==> run_1/pdn.png <==
Scale bar: 20 um. Pins as bars on the die edge.
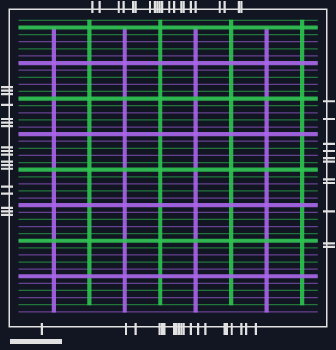
==> run_1/cell_classes.png <==
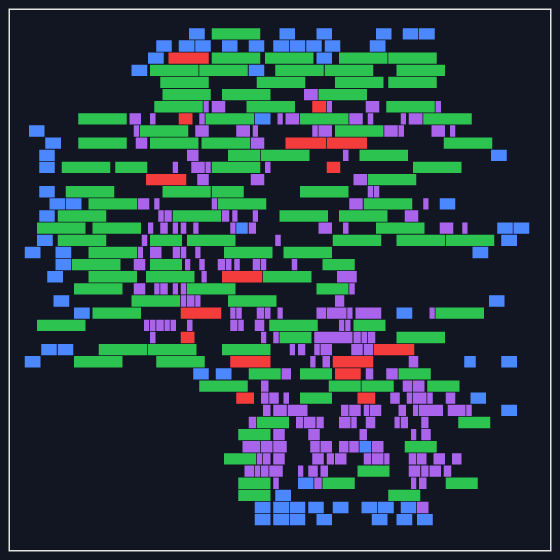
==> run_1/clock_map.png <==
Scale bar: 20 um.
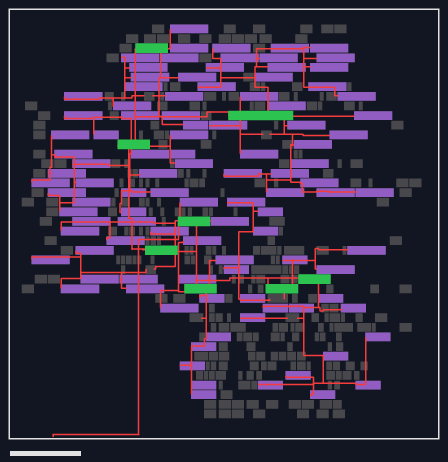
==> src/rtl/tmds_serial_gearbox.sv <==
// Parallel-to-serial gearbox for HDMI lanes: one WORD_W-bit word per lane in, OUT_W bits per lane out per clock.
// Adds a one-word ready/valid buffer, idle-word insertion on underrun, per-lane polarity and a word-start marker.
module tmds_serial_gearbox #(
  parameter int unsigned       LANES     = 4,
  parameter int unsigned       WORD_W    = 10,
  parameter int unsigned       OUT_W     = 2,
  parameter logic [WORD_W-1:0] IDLE_WORD = 10'b1101010100,
  parameter logic [LANES-1:0]  INVERT    = '0
) (
  input  logic                     clk_shift,
  input  logic                     reset,
  input  logic                     in_valid,
  output logic                     in_ready,
  input  logic [LANES*WORD_W-1:0]  in_data,
  output logic [LANES*OUT_W-1:0]   dout,
  output logic                     word_start,
  output logic                     underrun,
  output logic [15:0]              underrun_cnt
);

  localparam int unsigned PHASES  = WORD_W / OUT_W;
  localparam int unsigned PH_W    = (PHASES > 1) ? $clog2(PHASES) : 1;
  localparam logic [PH_W-1:0] LAST_PH = PH_W'(PHASES - 1);

  if ((WORD_W % OUT_W) != 0 || PHASES < 2) begin : g_bad_params
    $error("tmds_serial_gearbox: WORD_W must be a multiple of OUT_W with at least two phases");
  end

  logic [PH_W-1:0]         phase_q;
  logic [LANES*WORD_W-1:0] hold_q;
  logic                    hold_full_q;
  logic                    started_q;
  logic [WORD_W-1:0]       shift_q [LANES];
  logic                    load_c;
  logic                    accept_c;

  assign load_c   = (phase_q == LAST_PH);
  assign in_ready = !hold_full_q || load_c;
  assign accept_c = in_valid && in_ready;

  // Holding buffer payload; validity is tracked by hold_full_q, so no reset needed.
  always_ff @(posedge clk_shift) begin
    if (accept_c) begin
      hold_q <= in_data;
    end
  end

  // Phase counter, buffer flag, shifters and status flags.
  always_ff @(posedge clk_shift) begin
    if (reset) begin
      phase_q      <= LAST_PH;
      hold_full_q  <= 1'b0;
      started_q    <= 1'b0;
      word_start   <= 1'b0;
      underrun     <= 1'b0;
      underrun_cnt <= 16'd0;
      for (int unsigned i = 0; i < LANES; i++) begin
        shift_q[i] <= '0;
      end
    end else begin
      phase_q <= load_c ? '0 : phase_q + PH_W'(1);
      if (accept_c) begin
        started_q <= 1'b1;
      end
      if (load_c) begin
        for (int unsigned i = 0; i < LANES; i++) begin
          shift_q[i] <= hold_full_q ? hold_q[i*WORD_W +: WORD_W] : IDLE_WORD;
        end
        hold_full_q <= accept_c;
        word_start  <= 1'b1;
        // Underruns only count once real traffic has started.
        if (!hold_full_q && started_q) begin
          underrun <= 1'b1;
          if (underrun_cnt != 16'hFFFF) begin
            underrun_cnt <= underrun_cnt + 16'd1;
          end
        end else begin
          underrun <= 1'b0;
        end
      end else begin
        for (int unsigned i = 0; i < LANES; i++) begin
          shift_q[i] <= shift_q[i] >> OUT_W;
        end
        hold_full_q <= hold_full_q || accept_c;
        word_start  <= 1'b0;
        underrun    <= 1'b0;
      end
    end
  end

  // Output chunk per lane with static polarity flip; driven only by flops.
  always_comb begin
    dout = '0;
    for (int unsigned i = 0; i < LANES; i++) begin
      dout[i*OUT_W +: OUT_W] = shift_q[i][OUT_W-1:0] ^ {OUT_W{INVERT[i]}};
    end
  end

endmodule
==> config.mk <==
export PLATFORM = sky130hd
export DESIGN_NAME = tmds_serial_gearbox
export DESIGN_NICKNAME = d
export VERILOG_FILES = /design/src/rtl/tmds_serial_gearbox.sv
export SDC_FILE = /design/constraint.sdc
export NUM_CORES = 1
export LEC_CHECK = 0
export CAP_MARGIN = 0
export CORE_MARGIN = 3
export CORE_UTILIZATION = 30
export DETAILED_ROUTE_END_ITERATION = 7
export SYNTH_ARGS = -nofsm -noshare
export SYNTH_HDL_FRONTEND = slang
export SYNTH_SLANG_ARGS = --single-unit
==> constraint.sdc <==
create_clock -name clk_shift -period 6.6 [get_ports clk_shift]
set_input_delay 1.65 -clock clk_shift [delete_from_list [all_inputs] [get_ports clk_shift]]
set_output_delay 1.65 -clock clk_shift [all_outputs]
set_load 0.05 [all_outputs]
==> out/metrics.csv, run 1 <==
metric,value,unit
status,"complete, no violations",
Placed Area,4920,um2
min cycle time layout,3.84,ns
fin area,5220,um2
max layer used,met4,
die area,14600,um2
met1 Usage GRT,0.133,
Non-clock buffers,72,
Post-CTS Setup Repair Bufs,0,
fa+ha+maj area frac,0.00947,
drt total wl,7320,um
Critical Path Source,phase_q[0],
Tapcells,172,
I/O pin cnt,70,
Syn Std Cell Area,3960,um2
combinational share of power,0.103,
final std cells w/o fill,566,
Tcrit/Tclk final,0.582,
initial antenna violation count,0,
total gr overflow,0,
Yosys Chip Area,3960,um2
final setup violation count,0,
MUX area fraction,0.00568,
pre-CTS WS,2.95,ns
met3 wire length,339,um
sequential power,778,uW
worst r2r src,phase_q[0],
# diodes,0,
top_reg_cell synth,edfxtp_1,
CTS tree,built,
Inserted Clock Buffers,9,
Int Power,1090,uW
Tool Warnings,27,
slowest CP cell,clkdlybuf4s50_1,
initial drt markers,93,
Async SR Flop Fraction,0,
Multi-input gate area,1120,um2
RSZ-0062 raised after global routing,false,
simple share,0.105,
total of max-cap violations,0,
Critical Path RT,4.95,ns
Cell Type Count,34,
setup_tns,0,ns
Setup Skew,0.00998,ns
Mapped Cells,294,
xor/xnor share of the synthesized area,0,
comb area leader,AND-OR/OR-AND gates,
reg2reg setup slack,4.05,ns
detailed-route via count,2487,
mean post-synth cell area,13.5,um2
ys flops,103,
sequential cell area share,0.541,
kind of critical path,register to output port,
Routed Antenna Nets,0,
FP Rows,41,
seq_cells,103,
post-CTS sizing,0,
Design Power,1450,uW
synthesis-to-finish area growth,31.6,%
number of enable flip-flop cells,76,
fraction of layout cells with a size suffix above 1,0.0584,
Crit path arrival time,2.19,ns
Commonest Layout Cell,edfxtp_1,
critical-path maximum fanout,5,
PD cells,278,nW/um2
Worst-Skew Late Latency,0.34,ns
vias per inst,4.39,
Top cells excl fill/tap,"edfxtp_1 (76), clkdlybuf4s50_1 (69), conb_1 (36)",
Remaining DRCs,0,
DRT met1 WL,3370,um
WL met2,3420,um
Worst Hold Class,register to register,
ys cells,294,
Cell area leaders,"edfxtp_1 (58%), dfxtp_1 (14%), a22o_1 (4.2%)",
CP dominant cell by count,nand2_1,
Critical Path Stages,5,
DP HPWL,5020,um
GR peak layer,met2,
"Reg clk slew, reported paths",0.08,ns
hold depth,1,
total track usage,0.101,
Syn. warnings,0,
Worst Min Path Start,hold_q[8],
Synth area leader,edfxtp_1,
Top Consumer,registers,
Notes on pdn.png above:
VDD -> green
VSS -> purple
met4 straps = 8
met5 straps = 8
maximum VDD drop: 0.137 mV
die height: 121 um
core area: 12800 um2
die x size: 121 um

Notes on cell_classes.png above:
other buffers and delay cells -> blue  # cells 72, share of their area 14%
clock drivers and dummy loads -> red  # cells 16, share of their area 6.0%
flip-flops -> green  # cells 103, share of their area 56%
all other logic -> purple  # cells 203, share of their area 23%

Notes on clock_map.png above:
flip-flops -> purple  # count 103
clock wires -> red  # length 1210 um
cells driving clock nets -> green  # count 9
routed clock nets = 10

==> run_1/metal_stack.png <==
Scale bar: 20 um.
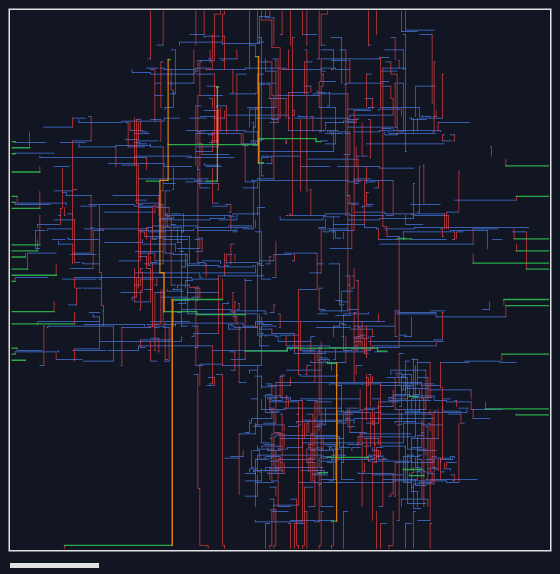

==> run 1 -> run 2 <==
==> constraint.sdc (replaced) <==
create_clock -name clk_shift -period 4 [get_ports clk_shift]
set_input_delay 1 -clock clk_shift [delete_from_list [all_inputs] [get_ports clk_shift]]
set_output_delay 1 -clock clk_shift [all_outputs]
set_load 0.05 [all_outputs]
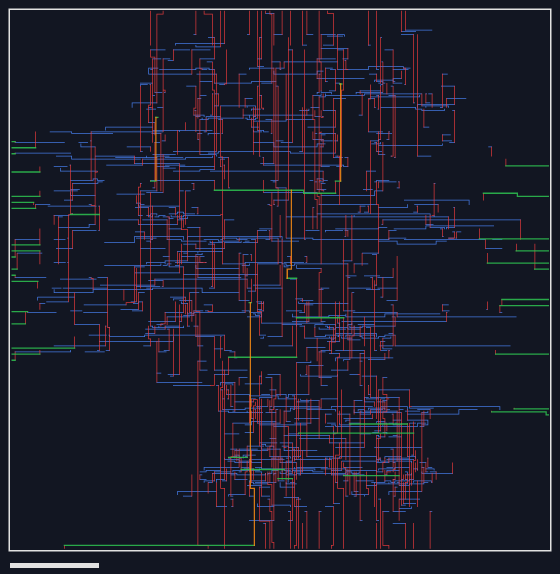
(run_2/metal_stack.png)
Scale bar: 20 um.
met2 -> red  # wire length 3370 um
met3 -> green  # wire length 371 um
met1 -> blue  # wire length 3320 um
met4 -> orange  # wire length 112 um
detailed-route via count: 2482
drt total wl: 7170 um
total track usage: 0.0996
Wirelength per Cell: 12.7 um

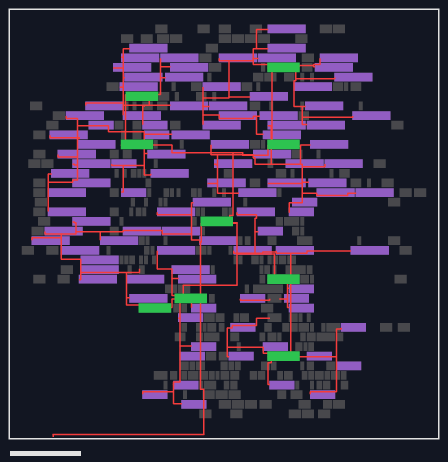
(run_2/clock_map.png)
Scale bar: 20 um.
cells driving clock nets -> green  # count 9
flip-flops -> purple  # count 103
clock wires -> red  # length 1180 um
routed clock nets = 10
Setup Skew: 0.0107 ns
Clock group: 820 uW
clock network power share: 0.349
Worst-Skew Late Latency: 0.34 ns

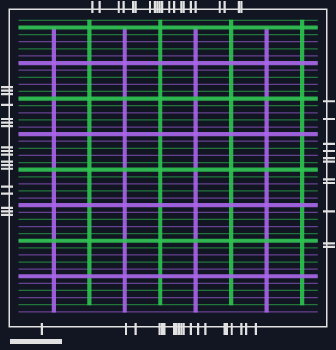
(run_2/pdn.png)
Scale bar: 20 um. Pins as bars on the die edge.
maximum VDD drop: 0.166 mV

==> run 2 against run 1 <==
Via count decreased by 0.20%. Count of clock-buffer cells in the layout unchanged. Sequential cell count unchanged. Hold slack got worse by 0.0021 ns. Die size unchanged. Non-clock buffer count unchanged. Utilization decreased by 0.16 points. Synthesized area unchanged. Critical endpoint unchanged.
==> out/metrics.csv, run 2 <==
metric,value,unit,change
I/O pin cnt,70,,unchanged
fin area,5200,um2,-0.38%
GR peak layer,met2,,
DRT met1 WL,3320,um,-1.2%
Critical Path Source,phase_q[0],,
combinational share of power,0.104,,about the same
Mapped Cells,294,,unchanged
post-CTS sizing,0,,unchanged
setup_tns,0,ns,unchanged
simple share,0.105,,unchanged
WL met2,3370,um,-1.6%
die height,121,um,unchanged
Syn. warnings,0,,unchanged
# diodes,0,,unchanged
xor/xnor share of the synthesized area,0,,unchanged
status,"complete, no violations",,
Top Consumer,registers,,
pre-CTS WS,1.13,ns,-1.82 ns
Tool Warnings,27,,unchanged
hold depth,1,,unchanged
mean post-synth cell area,13.5,um2,unchanged
Non-clock buffers,72,,unchanged
sequential power,1280,uW,+65%
Tcrit/Tclk final,0.795,,
ys cells,294,,unchanged
RSZ-0062 raised after global routing,false,,
worst r2r src,phase_q[0],,
Cell Type Count,34,,unchanged
Syn Std Cell Area,3960,um2,unchanged
min cycle time layout,3.18,ns,
core area,12800,um2,unchanged
Cell area leaders,"edfxtp_1 (58%), dfxtp_1 (14%), a22o_1 (4.2%)",,
Routed Antenna Nets,0,,unchanged
Crit path arrival time,2.18,ns,about the same
Commonest Layout Cell,edfxtp_1,,
reg2reg setup slack,1.42,ns,-2.63 ns
MUX area fraction,0.00568,,unchanged
Critical Path Max Stage Delay,0.83,ns,
Remaining DRCs,0,,unchanged
Int Power,1780,uW,+64%
final setup violation count,0,,unchanged
met3 wire length,370,um,+9.1%
Top cells excl fill/tap,"edfxtp_1 (76), clkdlybuf4s50_1 (69), conb_1 (36)",,
seq_cells,103,,unchanged
Worst Min Path Start,hold_q[38],,
sequential cell area share,0.543,,+0.00208
Placed Area,4920,um2,unchanged
vias per inst,4.39,,-0.20%
fraction of layout cells with a size suffix above 1,0.0558,,-0.00254
die x size,121,um,unchanged
synthesis-to-finish area growth,31.1,%,
final std cells w/o fill,566,,unchanged
top_reg_cell synth,edfxtp_1,,
Synth area leader,edfxtp_1,,
initial drt markers,148,,+59%
ys flops,103,,unchanged
Post-CTS Setup Repair Bufs,0,,unchanged
Critical Path Stages,5,,unchanged
total of max-cap violations,0,,unchanged
Yosys Chip Area,3960,um2,unchanged
Worst Hold Class,register to register,,
critical-path maximum fanout,5,,unchanged
CP dominant cell by count,nand2_1,,
DP HPWL,4870,um,-3.0%
fa+ha+maj area frac,0.00947,,unchanged
Critical Path RT,3.00,ns,-1.95 ns
Power is estimated from default activity; no workload was simulated.
